Run 1, cell density map:
12 x 12 tiles, from white (low) to dark blue (high), 0 to 100% covered.
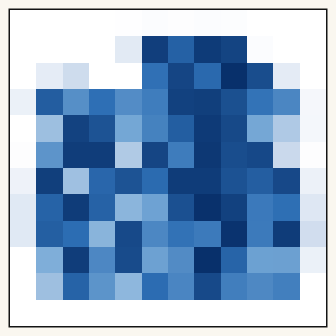
Run 1, clock network drawn from the DEF:
The bar under the picture is 20 um long.
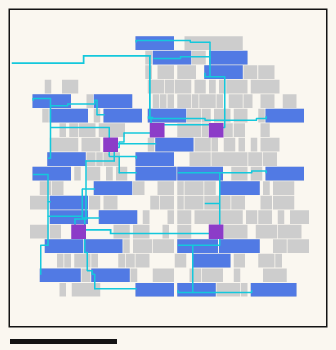
Run 1, I/O pins on the die edge:
Pins as bars across the die edge, other pins in gray.
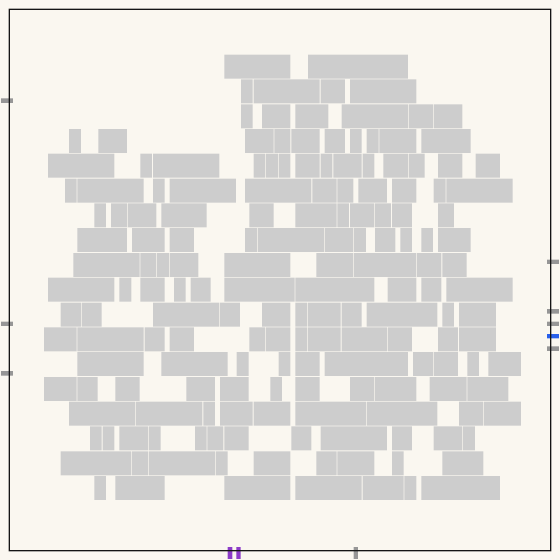
Run 1, the metal 3 layer:
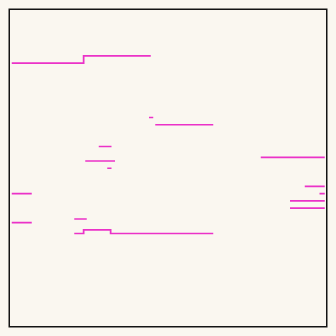
File: src/rtl/dot_scene_sequencer_pkg.sv
// Shared types and default sizing for the dot-matrix scene sequencer.
// Mode encodings are the values presented on the `mode` output.
package dot_scene_sequencer_pkg;

    typedef enum logic [1:0] {
        MODE_MANUAL = 2'd0,
        MODE_AUTO   = 2'd1,
        MODE_PAUSED = 2'd2
    } mode_e;

    localparam int DEF_NUM_IMAGES   = 3;
    localparam int DEF_DWELL_FRAMES = 64;
    localparam int DEF_DEBOUNCE     = 4;

endpackage

File: src/rtl/btn_debounce.sv
// Raw push-button conditioner: 2-flop synchroniser, level debounce, and a
// one-cycle pulse on each debounced 0->1 transition.
module btn_debounce
    import dot_scene_sequencer_pkg::*;
#(
    parameter int DEBOUNCE = DEF_DEBOUNCE
) (
    input  logic div_clk,
    input  logic reset,
    input  logic raw,
    output logic press
);

    logic [1:0] sync_q;
    logic [3:0] cnt;
    logic       level;
    logic       level_d;

    // NOTE: non-blocking assignments in clocked logic, so every flop samples pre-edge values.
    always_ff @(posedge div_clk) begin
        if (!reset) begin
            sync_q  <= '0;
            cnt     <= '0;
            level   <= 1'b0;
            level_d <= 1'b0;
            press   <= 1'b0;
        end else begin
            sync_q  <= {sync_q[0], raw};
            level_d <= level;
            press   <= level & ~level_d;
            // Any sample agreeing with the accepted level restarts the count.
            if (sync_q[1] == level) begin
                cnt <= '0;
            end else if (cnt == 4'(DEBOUNCE - 1)) begin
                cnt   <= '0;
                level <= sync_q[1];
            end else begin
                cnt <= cnt + 4'd1;
            end
        end
    end

endmodule

File: src/rtl/dot_scene_sequencer.sv
// Image-select controller for the 8x8 dot display: manual, auto-cycling and
// paused modes, with every image change aligned to a frame_start edge.
module dot_scene_sequencer
    import dot_scene_sequencer_pkg::*;
#(
    parameter int NUM_IMAGES   = DEF_NUM_IMAGES,
    parameter int DWELL_FRAMES = DEF_DWELL_FRAMES,
    parameter int DEBOUNCE     = DEF_DEBOUNCE
) (
    input  logic       div_clk,
    input  logic       reset,
    input  logic       frame_start,
    input  logic       btn_next,
    input  logic       btn_mode,
    input  logic       pause,
    output logic [1:0] state,
    output logic [1:0] mode,
    output logic       img_adv
);

    logic       next_press;
    logic       mode_press;
    mode_e      mode_q, mode_d;
    logic [7:0] dwell_q, dwell_d;
    logic       pending_q, pending_d;
    logic [1:0] state_d;
    logic       dwell_expire;
    logic       request;
    logic       advance;

    btn_debounce #(.DEBOUNCE(DEBOUNCE)) u_next (
        .div_clk (div_clk),
        .reset   (reset),
        .raw     (btn_next),
        .press   (next_press)
    );

    btn_debounce #(.DEBOUNCE(DEBOUNCE)) u_mode (
        .div_clk (div_clk),
        .reset   (reset),
        .raw     (btn_mode),
        .press   (mode_press)
    );

    // NOTE: every output of this block gets a default first, so no latch can be inferred.
    always_comb begin
        mode_d = MODE_MANUAL;
        case (mode_q)
            MODE_MANUAL: mode_d = mode_press ? MODE_AUTO : MODE_MANUAL;
            MODE_AUTO: begin
                if (mode_press)  mode_d = MODE_MANUAL;
                else if (pause)  mode_d = MODE_PAUSED;
                else             mode_d = MODE_AUTO;
            end
            MODE_PAUSED: begin
                if (mode_press)  mode_d = MODE_MANUAL;
                else if (!pause) mode_d = MODE_AUTO;
                else             mode_d = MODE_PAUSED;
            end
            default:             mode_d = MODE_MANUAL;
        endcase

        dwell_expire = frame_start && (mode_q == MODE_AUTO) && (dwell_q == 8'(DWELL_FRAMES - 1));
        request      = next_press | dwell_expire;
        // A request landing on the frame_start cycle is served at that same edge.
        advance      = frame_start && (pending_q || request);

        dwell_d = dwell_q;
        if (mode_q == MODE_AUTO) begin
            if (next_press)
                dwell_d = '0;
            else if (frame_start)
                dwell_d = dwell_expire ? 8'd0 : dwell_q + 8'd1;
        end
        if (mode_d == MODE_MANUAL)
            dwell_d = '0;

        pending_d = advance ? 1'b0 : (pending_q | request);

        state_d = state;
        if (advance)
            state_d = (state >= 2'(NUM_IMAGES - 1)) ? 2'd0 : state + 2'd1;
    end

    always_ff @(posedge div_clk) begin
        if (!reset) begin
            mode_q    <= MODE_MANUAL;
            dwell_q   <= '0;
            pending_q <= 1'b0;
            state     <= '0;
            img_adv   <= 1'b0;
        end else begin
            mode_q    <= mode_d;
            dwell_q   <= dwell_d;
            pending_q <= pending_d;
            state     <= state_d;
            img_adv   <= advance;
        end
    end

    assign mode = mode_q;

endmodule

File: config.mk
export PLATFORM = sky130hd
export DESIGN_NAME = dot_scene_sequencer
export DESIGN_NICKNAME = d
export VERILOG_FILES = /design/src/rtl/dot_scene_sequencer_pkg.sv /design/src/rtl/btn_debounce.sv /design/src/rtl/dot_scene_sequencer.sv
export SDC_FILE = /design/constraint.sdc
export NUM_CORES = 1
export LEC_CHECK = 0
export CAP_MARGIN = 20
export CORE_MARGIN = 3
export CORE_UTILIZATION = 45
export CTS_CLUSTER_SIZE = 14
export DETAILED_ROUTE_END_ITERATION = 10
export PLACE_DENSITY = 0.7
export SETUP_SLACK_MARGIN = 0.4
export SLEW_MARGIN = 10
export SYNTH_ARGS = -nofsm -noshare
export SYNTH_HDL_FRONTEND = slang
export SYNTH_SLANG_ARGS = --single-unit
File: constraint.sdc
create_clock -name div_clk -period 1.4 [get_ports div_clk]
set_input_delay 0.28 -clock div_clk [delete_from_list [all_inputs] [get_ports div_clk]]
set_output_delay 0.28 -clock div_clk [all_outputs]
set_load 0.02 [all_outputs]
==> reports/results.tsv, run 1 <==
stage	metric	value	unit
outcome	status	finished, violations left	
outcome	failing checks	setup timing	
logic_synthesis	YS warnings	0	
floorplanning	die width	59.26	um
logic_synthesis	Synth top cells by count	dfxtp_1, nor2_1, nand2_1	
cts	Post-CTS Setup Inserts	2	
worst_setup_path	crit-path max FO	7	
finish	Biggest Area Class	logic gates	
logic_synthesis	Top-area cell share	50.20	%
cts	post-cts resize count	37	
floorplanning	Placement Rows	18	
place	pre-CTS WS	-411.3	ps
global_routing	first-pass GRT wire length	3933	um
global_routing	met2 usage	24.49	%
logic_synthesis	Mux area share	1.569	%
route	DRT met1 WL	1016	um
finish	final instance area	0.001713	mm^2
worst_setup_path	Cell Chain, Critical Path	ha_2, nand4_1, or4_4, nand4_1, buf_6, nor2_1	
finish	layout cells sized above 1	31.95	%
cts	clk buf depth	2	
finish	n_diodes	0	
worst_setup_path	terminus of the critical flop-to-flop path	dwell_q[6]	
power	worst vdd ir	0.7602	mV
global_routing	met1 Usage GRT	16.82	%
route	first drt pass iteration count	4	
logic_synthesis	cell total in the yosys stat output	135	
final_timing	Final setup viols	9	
finish	clock buf count	7	
worst_setup_path	CP endpoint kind	flop	
cts	TritonCTS Buffers	5	
power	Leakage Power	0.6862	nW
global_routing	GRT overflow	0	
finish	bufs w/o clock	28	
finish	MI comb area	658.1	um^2
logic_synthesis	Syn Std Cell Area	0.001276	mm^2
route	DR WL/cell	11.33	um
power	Flop pwr share	52.4	%
worst_setup_path	CP arrival	1690	ps
worst_setup_path	worst reg2reg startpoint	dwell_q[0]	
place	Placer Congestion	0.7772	
finish	clock network area share	5.552	%
final_timing	period utilization	104.6	%
final_timing	Setup WS post-layout	-64.51	ps
floorplanning	Core ar.	0.002590	mm^2
finish	Final Util	66.14	%
worst_hold_path	Hold Path Depth	1	
Notes on 'cell density map' above:
emptiest ninth of the die = top left
densest ninth of the die = middle
mean over tiles = 48%
nearly empty tiles = 28%

Notes on 'clock network drawn from the DEF' above:
blue -> flip-flops  # count 32
purple -> clock-net drivers  # count 5
cyan -> clock wires  # length 381 um
routed clock nets = 6

Notes on 'I/O pins on the die edge' above:
purple -> `state`  # pins 2, direction output, edge bottom
blue -> `img_adv`  # pins 1, direction output, edge right

Notes on 'the metal 3 layer' above:
share of all routed wire = 4.9%
nets with wire on the layer = 10
main direction = horizontal
longest straight run = 19.1 um
wire length on this layer = 110 um
routed wire length: 2255 um
M3 GR Usage: 6.754%

==> run 1: flip-flops by register name, indices dropped and copies added (netlist names) <==
name            flops
u_mode.press        1
u_next.level        1
state               2
u_next.level_d      1
mode                2
u_next.sync_q       2
u_mode.level        1
u_next.cnt          4
u_mode.sync_q       2
u_next.press        1
img_adv             1
u_mode.cnt          4
dwell_q             8
pending_q           1
u_mode.level_d      1
==> run 1: how the worst max path moves through the flow <==
stage / from / end / slack [ps] / depth (start not counted)
finish: dwell_q[0] / dwell_q[6] / -60 / 6
CTS: mode[1] / dwell_q[6] / -70 / 7
global route: dwell_q[0] / dwell_q[4] / -180 / 6
floorplan: mode[1] / state[0] / -40 / 6
detailed placement: frame_start / dwell_q[6] / -410 / 5
global placement: frame_start / dwell_q[2] / -370 / 5
## Run 2: what changed since run 1
--- a/config.mk
+++ b/config.mk
@@ -12,6 +12,7 @@
 export DETAILED_ROUTE_END_ITERATION = 10
 export PLACE_DENSITY = 0.7
 export SETUP_SLACK_MARGIN = 0.4
+export SKIP_LAST_GASP = 1
 export SLEW_MARGIN = 10
 export SYNTH_ARGS = -nofsm -noshare
 export SYNTH_HDL_FRONTEND = slang
==> constraint.sdc (replaced) <==
create_clock -name div_clk -period 1.4 [get_ports div_clk]
set_input_delay 0.14 -clock div_clk [delete_from_list [all_inputs] [get_ports div_clk]]
set_output_delay 0.14 -clock div_clk [all_outputs]
set_load 0.02 [all_outputs]
Run 2, cell density map:
12 x 12 tiles, from white (low) to dark blue (high), 0 to 100% covered.
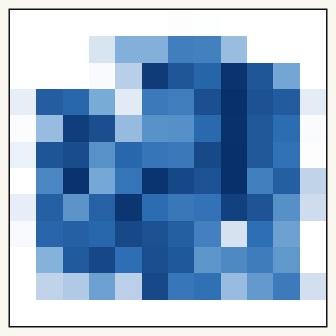
densest ninth of the die = middle
tiles over 75% full = 32%
nearly empty tiles = 28%
mean over tiles = 47%

Run 2, the metal 3 layer:
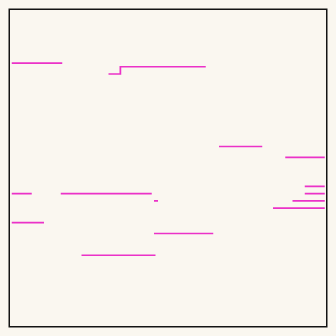
share of all routed wire = 5.3%
longest straight run = 16.8 um
nets with wire on the layer = 10
main direction = horizontal
wire length on this layer = 116 um

Run 2, I/O pins on the die edge:
Pins as bars across the die edge, other pins in gray.
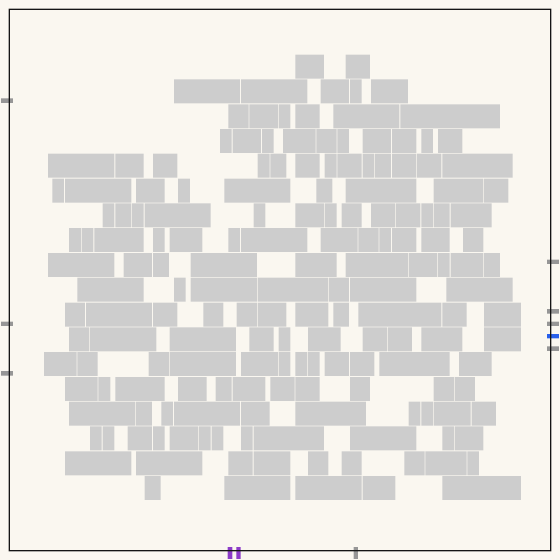
purple -> `state`  # pins 2, direction output, edge bottom
blue -> `img_adv`  # pins 1, direction output, edge right
die width: 59.26 um
die height: 59.26 um
Port-buffer cells: 10

==> run 2 against run 1 <==
The run still ends with setup timing left. Critical path depth stayed put. Combinational power is 12% lower. Synthesized cell count unchanged. Clock power is 11% lower. Sequential cell count unchanged. Die area unchanged. Design area decreased by 2.0%. Non-clock buffer count decreased by 1. Critical path type unchanged. Highest routed layer unchanged.
==> reports/results.tsv, run 2 <==
stage	metric	value	unit	change
cts	clk buf depth	2		unchanged
finish	max reg flops	8		unchanged
final_timing	Setup WS post-layout	-45.39	ps	+19.12 ps
cts	post-cts resize count	25		-32%
finish	n_diodes	0		unchanged
finish	Final Util	64.83	%	-1.3 points
finish	Largest Register	dwell_q		
outcome	failing checks	setup timing		
route	DR WL/cell	11.07	um	-2.3%
final_timing	period utilization	103.2	%	-1.4 points
finish	layout cells sized above 1	32.14	%	+0.19 points
global_routing	M3 GR Usage	6.536	%	-0.22 points
route	routed wire length	2192	um	-2.8%
power	worst vdd ir	0.9240	mV	+22%
cts	Post-CTS Setup Inserts	2		unchanged
route	first drt pass iteration count	4		unchanged
place	Placer Congestion	0.7625		-1.9%
outcome	status	finished, violations left		
logic_synthesis	Synth top cells by count	dfxtp_1, nor2_1, nand2_1		
cts	TritonCTS Buffers	5		unchanged
logic_synthesis	Mux area share	1.569	%	unchanged
worst_setup_path	CP endpoint kind	flop		
power	Flop pwr share	55.3	%	+2.9 points
final_timing	Final setup viols	9		unchanged
[run 2: through the flow]
stage | instance area, um^2 | TNS (ps)
after global placement | 1506 | -2214
final | 1679 | -335.1
after global routing | 1679 | -1077
after CTS | 1609 | -380.7
after floorplan | 1294 | -356.7
after detailed placement | 1506 | -2487
[run 2: path summary, 6_finish.rpt]
path | startpoint | end | slack (ps)
hold reg to reg | u_next.level_d | u_next.press | 390
hold / removal | btn_next | u_next.sync_q[0] | 370
setup reg to reg | dwell_q[0] | dwell_q[5] | -50
setup / recovery | dwell_q[0] | dwell_q[5] | -50
[run 2: cell type report]
cell class / instances / share of cell area (%)
clock buffer: 5 / 2.235
inverter: 5 / 1.118
sequential: 32 / 38.82
timing repair buffer: 27 / 13.79
tap: 30 / 2.235
multi-input combinational: 96 / 39.34
clock inverter: 3 / 2.459
Power figures rest on the tool's default switching activity, not on a simulated workload.
